Design matmul_sequencer, sky130hd; sources not shown.
run_1/pins.png
Pins as bars across the die edge, other pins in gray.
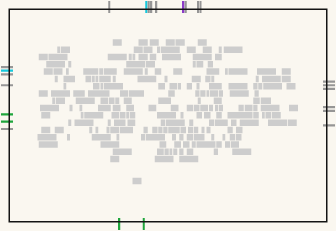
- `start_send_a_o`: purple (pins 1; direction output; edge top)
- `n_dim_i`: cyan (pins 2; direction input; edge 1 left, 1 top)
- `step_o`: green (pins 4; direction output; edge 2 bottom, 2 left)
- all pins by edge: 9 top, 7 left, 6 right, 2 bottom
DIE HEIGHT: 78.75 um
I/O Buffers: 23

run_1/metal_stack.png
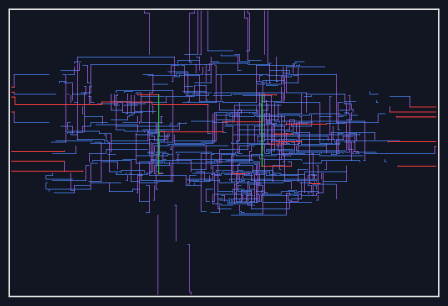
- met1: blue (wire length 2130 um)
- met3: red (wire length 242 um)
- met2: purple (wire length 1400 um)
- met4: green (wire length 41.5 um)
DR vias: 1401
Routed wire per std cell: 13.14 um

run_1/gate_families.png
Bar = 20 um.
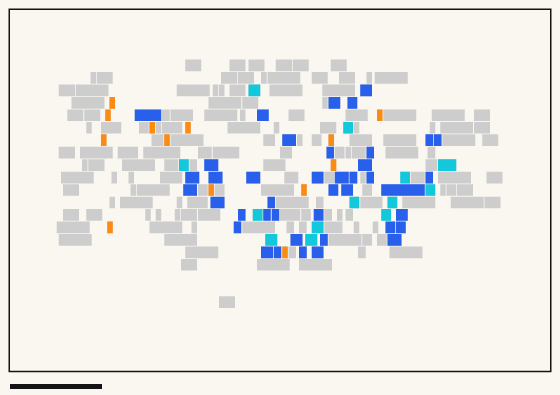
- inverters: orange (cells 13)
- AND and OR gates: cyan (cells 13)
- inverting AOI/OAI gates: blue (cells 41)
most numerous logic cell after layout: dfxtp_1
non-filler instance count after layout: 290
fraction of area in multi-input gates: 44.23%

==> impl_metrics.yaml, run 1 <==
# implementation run metrics
outcome:
  outcome: "finished, final reports clean"
hold_path:
  worstHoldPathType: "register to register"
clock_network:
  cts_buffers: 5
  cts_resized: 0
  worstSkewPairLatency_ns: 0.29
  cts_buffer_depth: 2
  holdBufCountCts: 0
  post-cts-setup-buffers: 0
  htreeDepth: 2
  clkSinkCount: 35
synth:
  top_cell_area_share_pct: 40.61
  edf_count: 0
  ff_type: "dfxtp_1"
  ys_area_sq_um: 1725
  ys_seq_share_pct: 40.61
  synthCells: 186
  syn-num-nets: 205
  top_cell: "dfxtp_1"
  syn-cell-area_sq_um: 1725
final_layout:
  antenna_cells: 0
  n_clock_buffer: 8
  area_share_nonclk_buffers_pct: 10.88
  largest_cell_class: "combinational gates"
  register_area_sq_um: 700.7
  fillers: 576
  final_util_pct: 37.98
  nNetsFinal: 228
  numSequentialCells: 35
  stdcell_area_sq_um: 2116
  clock_area_share_pct: 4.731
  buffers: 23
  syn2layout_area_growth_pct: 22.63
floorplan:
  num_rows: 21
  die_x_um: 117.9
  nWellTaps: 80
  die_area_sq_um: 9284
  fp_util_pct: 30.97
timing:
  fin_ws_ns: 2.420
  clock_skew_ns: 0.008063
  tightestPinTransition_ns: 0.9771
  max_slew_margin_pct: 34.66
  period_minus_slack_ns: 2.980
  fmax_mhz: 335.6
power:
  power.internal_mw: 0.4245
  power_mw: 0.5944
  seqPwrFrac_pct: 46.4
  swShare_pct: 28.59
  powerDensity_nw_per_um2: 280.9
  switching_power_mw: 0.1699
  clkPwrFrac_pct: 35.7
  power_frac_comb_pct: 17.9
placement:
  place_inst: 282
  pre_cts_slack_ns: 2.315
  gp_congestion: 0.8234
global_route:
  grt_max_degree: 20
  grt_usage_pct: 8.411
  grt_pass1_wl_mm: 6.437
  antenna_found_initial: 0
  grt_pass1_vias: 1357
detailed_routing:
  route.detailed.drc: 0
  routed_wl_mm: 3.811
  dr.pass1.iters: 4
  drtAntennaViolNets: 0
  via_per_inst: 4.831
setup_path:
  timing.critical_path.mode_cell: "fa_1"
  slowest_stage: "fa_1"
  required_ns: 5.56
  reg2reg_slack_ns: 2.42
  startpoint_type: "register"
  rr_worst_depth: 8
job:
  warning_count: 26
==> run 1: critical path: cells and delay by family (launching register included) <==
kind            cells  cell delay [ns]
flops               1             0.34
xor+xnor            1             0.17
simple gates        2             0.45
compound gates      2             0.77
buf+inv             1             0.07
fa+ha+maj           2             1.05
==> run 1: layout by cell type, fill, tap and decap left out, drive strengths merged, types with 2 or more instances in the layout <==
cell type      netlist  final
ha                   5      5
nand2                4      4
a32oi                3      3
nand4                2      2
o221ai               2      2
mux2i                8      8
nor2b                4      4
clkbuf               3      8
clkdlybuf4s50        0     23
a211o                2      2
or2                  4      4
a21o                 3      3
a21oi               10     10
and2                 2      2
fa                   2      2
nand2b               4      4
o22ai                2      2
o21ai                6      6
nor3                 3      3
a221oi               3      3
nand3                8      8
or4                  4      4
a31oi                3      3
o21bai               2      2
a2111oi              2      2
o31ai                4      4
nor2                25     25
inv                 13     13
a22oi                2      2
dfxtp               35     35
==> run 1: cell families after synthesis <==
family | synth area share, %
xor+xnor | 2.321
flops | 40.61
compound gates | 20.52
simple gates | 20.81
mux | 4.641
fa+ha+maj | 5.946
buf+inv | 5.149
==> run 1: power by group through the flow <==
| stage | combinational (mW) | sequential, mW | clock, mW |
|---|---|---|---|
| after global routing | 0.117 | 0.277 | 0.231 |
| final | 0.107 | 0.276 | 0.212 |
| after CTS | 0.107 | 0.276 | 0.220 |
| after global placement | 0.107 | 0.282 | 0 |
| after detailed placement | 0.107 | 0.282 | 0 |
| after floorplan | 0.0676 | 0.294 | 0 |
==> run 1: metal layers <==
layer  global-route usage, %  wire, um
met5                       0         0
met4                   2.948        41
met3                   3.743       242
met2                   11.13      1398
met1                   11.63      2129
run_1/registers.png
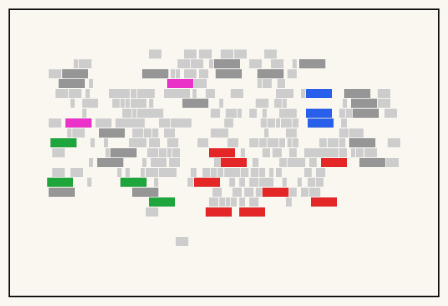

## Run 2: what changed since run 1
--- a/config.mk
+++ b/config.mk
@@ -9,7 +9,7 @@
 export CORE_MARGIN = 10
 export CORE_UTILIZATION = 30
 export DETAILED_ROUTE_END_ITERATION = 6
-export PLACE_DENSITY = 0.6
+export PLACE_DENSITY = 0.62
 export SYNTH_ARGS = -nofsm -noshare
 export SYNTH_HDL_FRONTEND = slang
 export SYNTH_SLANG_ARGS = --single-unit
==> constraint.sdc (replaced) <==
create_clock -name clk_i -period 2.4 [get_ports clk_i]
set_input_delay 0.48 -clock clk_i [delete_from_list [all_inputs] [get_ports clk_i]]
set_output_delay 0.48 -clock clk_i [all_outputs]
set_load 0.1 [all_outputs]
run_2/registers.png
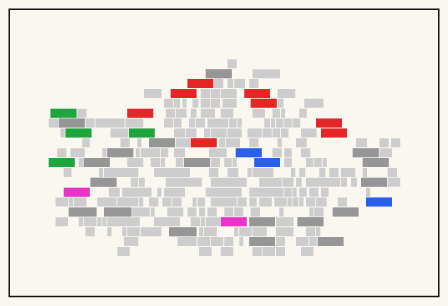
- `state`: blue (sequential cells 3)
- `timer`: red (sequential cells 8)
- `step_o`: green (sequential cells 4; where left middle)
- `k_q`: magenta (sequential cells 2)
- not colored: 18
sequential power: 0.622 mW
fin util: 47.10%
flop share of the area: 26.85%
Seq. cell area: 704.4 sq um

==> run 2 against run 1 <==
- the run now ends with negative setup slack left
- flip-flop count unchanged
- sequential power up 130%
- synthesized cell count unchanged
- first-iteration DRC count up 33%
- worst setup slack worse by 2.7 ns
- utilization up 9.1 points
- critical path depth up 3
- final area up 24%
- largest power group unchanged
==> impl_metrics.yaml, run 2 <==
# implementation run metrics
timing:
  max_slew_margin_pct: 45.44
  clock_skew_ns: 0.006617
  fmax_mhz: 371.2
  period_minus_slack_ns: 2.694
  fin_ws_ns: -0.2943
  setup_violations: 24
  tightestPinTransition_ns: 0.8183
floorplan:
  fp_util_pct: 30.97
  num_rows: 21
  die_x_um: 117.9
  die_h_um: 78.75
synth:
  top_cell_area_share_pct: 40.61
  syn-num-nets: 205
  ff_type: "dfxtp_1"
  ys_area_sq_um: 1725
  ys_seq_share_pct: 40.61
  edf_count: 0
  synthCells: 186
  top_cell: "dfxtp_1"
power:
  seqPwrFrac_pct: 42.4
  power_frac_comb_pct: 24.8
  power_mw: 1.466
  switching_power_mw: 0.4424
  swShare_pct: 30.17
  powerDensity_nw_per_um2: 558.9
  power.internal_mw: 1.024
final_layout:
  final_cells: 321
  final_cell_mix: "buf_4 (34), dfxtp_1 (32), nor2_1 (21)"
  layout.cells.most_common: "buf_4"
  syn2layout_area_growth_pct: 52.07
  fillers: 538
  antenna_cells: 0
  nNetsFinal: 259
detailed_routing:
  drtAntennaViolNets: 0
  via_per_inst: 4.813
  routed_wl_mm: 4.800
  dr.pass1.iters: 4
placement:
  place_inst: 304
  portBuffers: 23
  gp_congestion: 0.8334
clock_network:
  htreeDepth: 2
  clkTransAtPathRegs_ns: 0.07
  cts_buffer_depth: 2
  worstSkewPairLatency_ns: 0.30
  clkSinkCount: 35
  holdBufCountCts: 0
  cts_buffers: 5
  cts_resized: 14
setup_path:
  required_ns: 2.58
  rr_worst_depth: 11
  reg2reg_slack_ns: -0.29
  startpoint_type: "register"
global_route:
  grt_pass1_vias: 1468
  grt_max_degree: 15
  grt_usage_pct: 9.803
  antenna_found_initial: 0
outcome:
  violations: "negative setup slack"
  outcome: "finished, violations left"
job:
  warning_count: 29
hold_path:
  worstHoldPathType: "register to register"
run_2/metal_stack.png
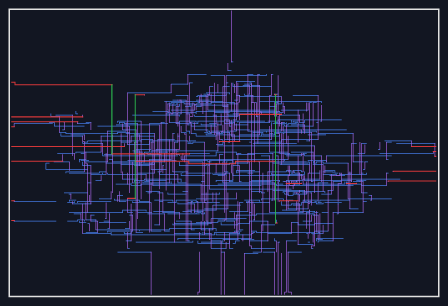
- met2: purple (wire length 1950 um)
- met4: green (wire length 83.0 um)
- met3: red (wire length 241 um)
- met1: blue (wire length 2520 um)
Routed wire per std cell: 14.95 um
DR vias: 1545

[run 2: area by class of cell]
cell class	count	area, sq um	share of cell area, %
Clock buffer	8	100.1	3.815
Sequential cell	35	704.4	26.85
Multi-Input combinational cell	132	1206	45.97
Timing Repair Buffer	53	464.2	17.69
Inverter	13	48.80	1.860
Tap cell	80	100.1	3.815
[run 2: logic make-up (layout without fill, tap and decap cells)]
| family | Yosys count | in the layout | synth area share [%] |
|---|---|---|---|
| simple gates | 66 | 66 | 20.81 |
| buf+inv | 20 | 74 | 5.149 |
| fa+ha+maj | 7 | 7 | 5.946 |
| flops | 35 | 35 | 40.61 |
| xor+xnor | 3 | 3 | 2.321 |
| mux | 8 | 8 | 4.641 |
| compound gates | 47 | 48 | 20.52 |
[run 2: through the flow]
stage	area (sq um)	utilization (%)	setup WS (ns)
global placement	2192	39.35	-0.2887
CTS	2389	42.88	-0.2324
floorplan	1773	-	-0.05682
finish	2624	47.10	-0.2943
global route	2624	47.10	-0.3853
detailed placement	2192	39.35	-0.3401
[run 2: power groups by stage]
stage               combinational (mW)  sequential, mW  clock (mW)
floorplan                        0.165           0.661           0
global placement                 0.283           0.634           0
detailed placement               0.286           0.634           0
CTS                              0.304           0.621       0.496
global route                     0.390           0.625       0.523
finish                           0.364           0.622       0.480
[run 2: worst max-delay path, cell delays in order (launching register included)]
cell and delay (ns):
dfxtp_2 0.33, fa_1 0.58, inv_2 0.06, fa_2 0.56, xnor2_2 0.14, nor3_4 0.05
buf_6 0.14, buf_6 0.13, buf_6 0.12, nand3b_1 0.10, nand2b_1 0.06, a211o_1 0.31
[run 2: metal layers]
metal / GRT usage, % / part of all wire, %
met1: 13.90 / 53
met2: 12.30 / 41
met4: 5.160 / 1.7
met3: 3.602 / 5.0
met5: 0 / 0
No activity file was given, so power comes from the tool's default toggle rates.
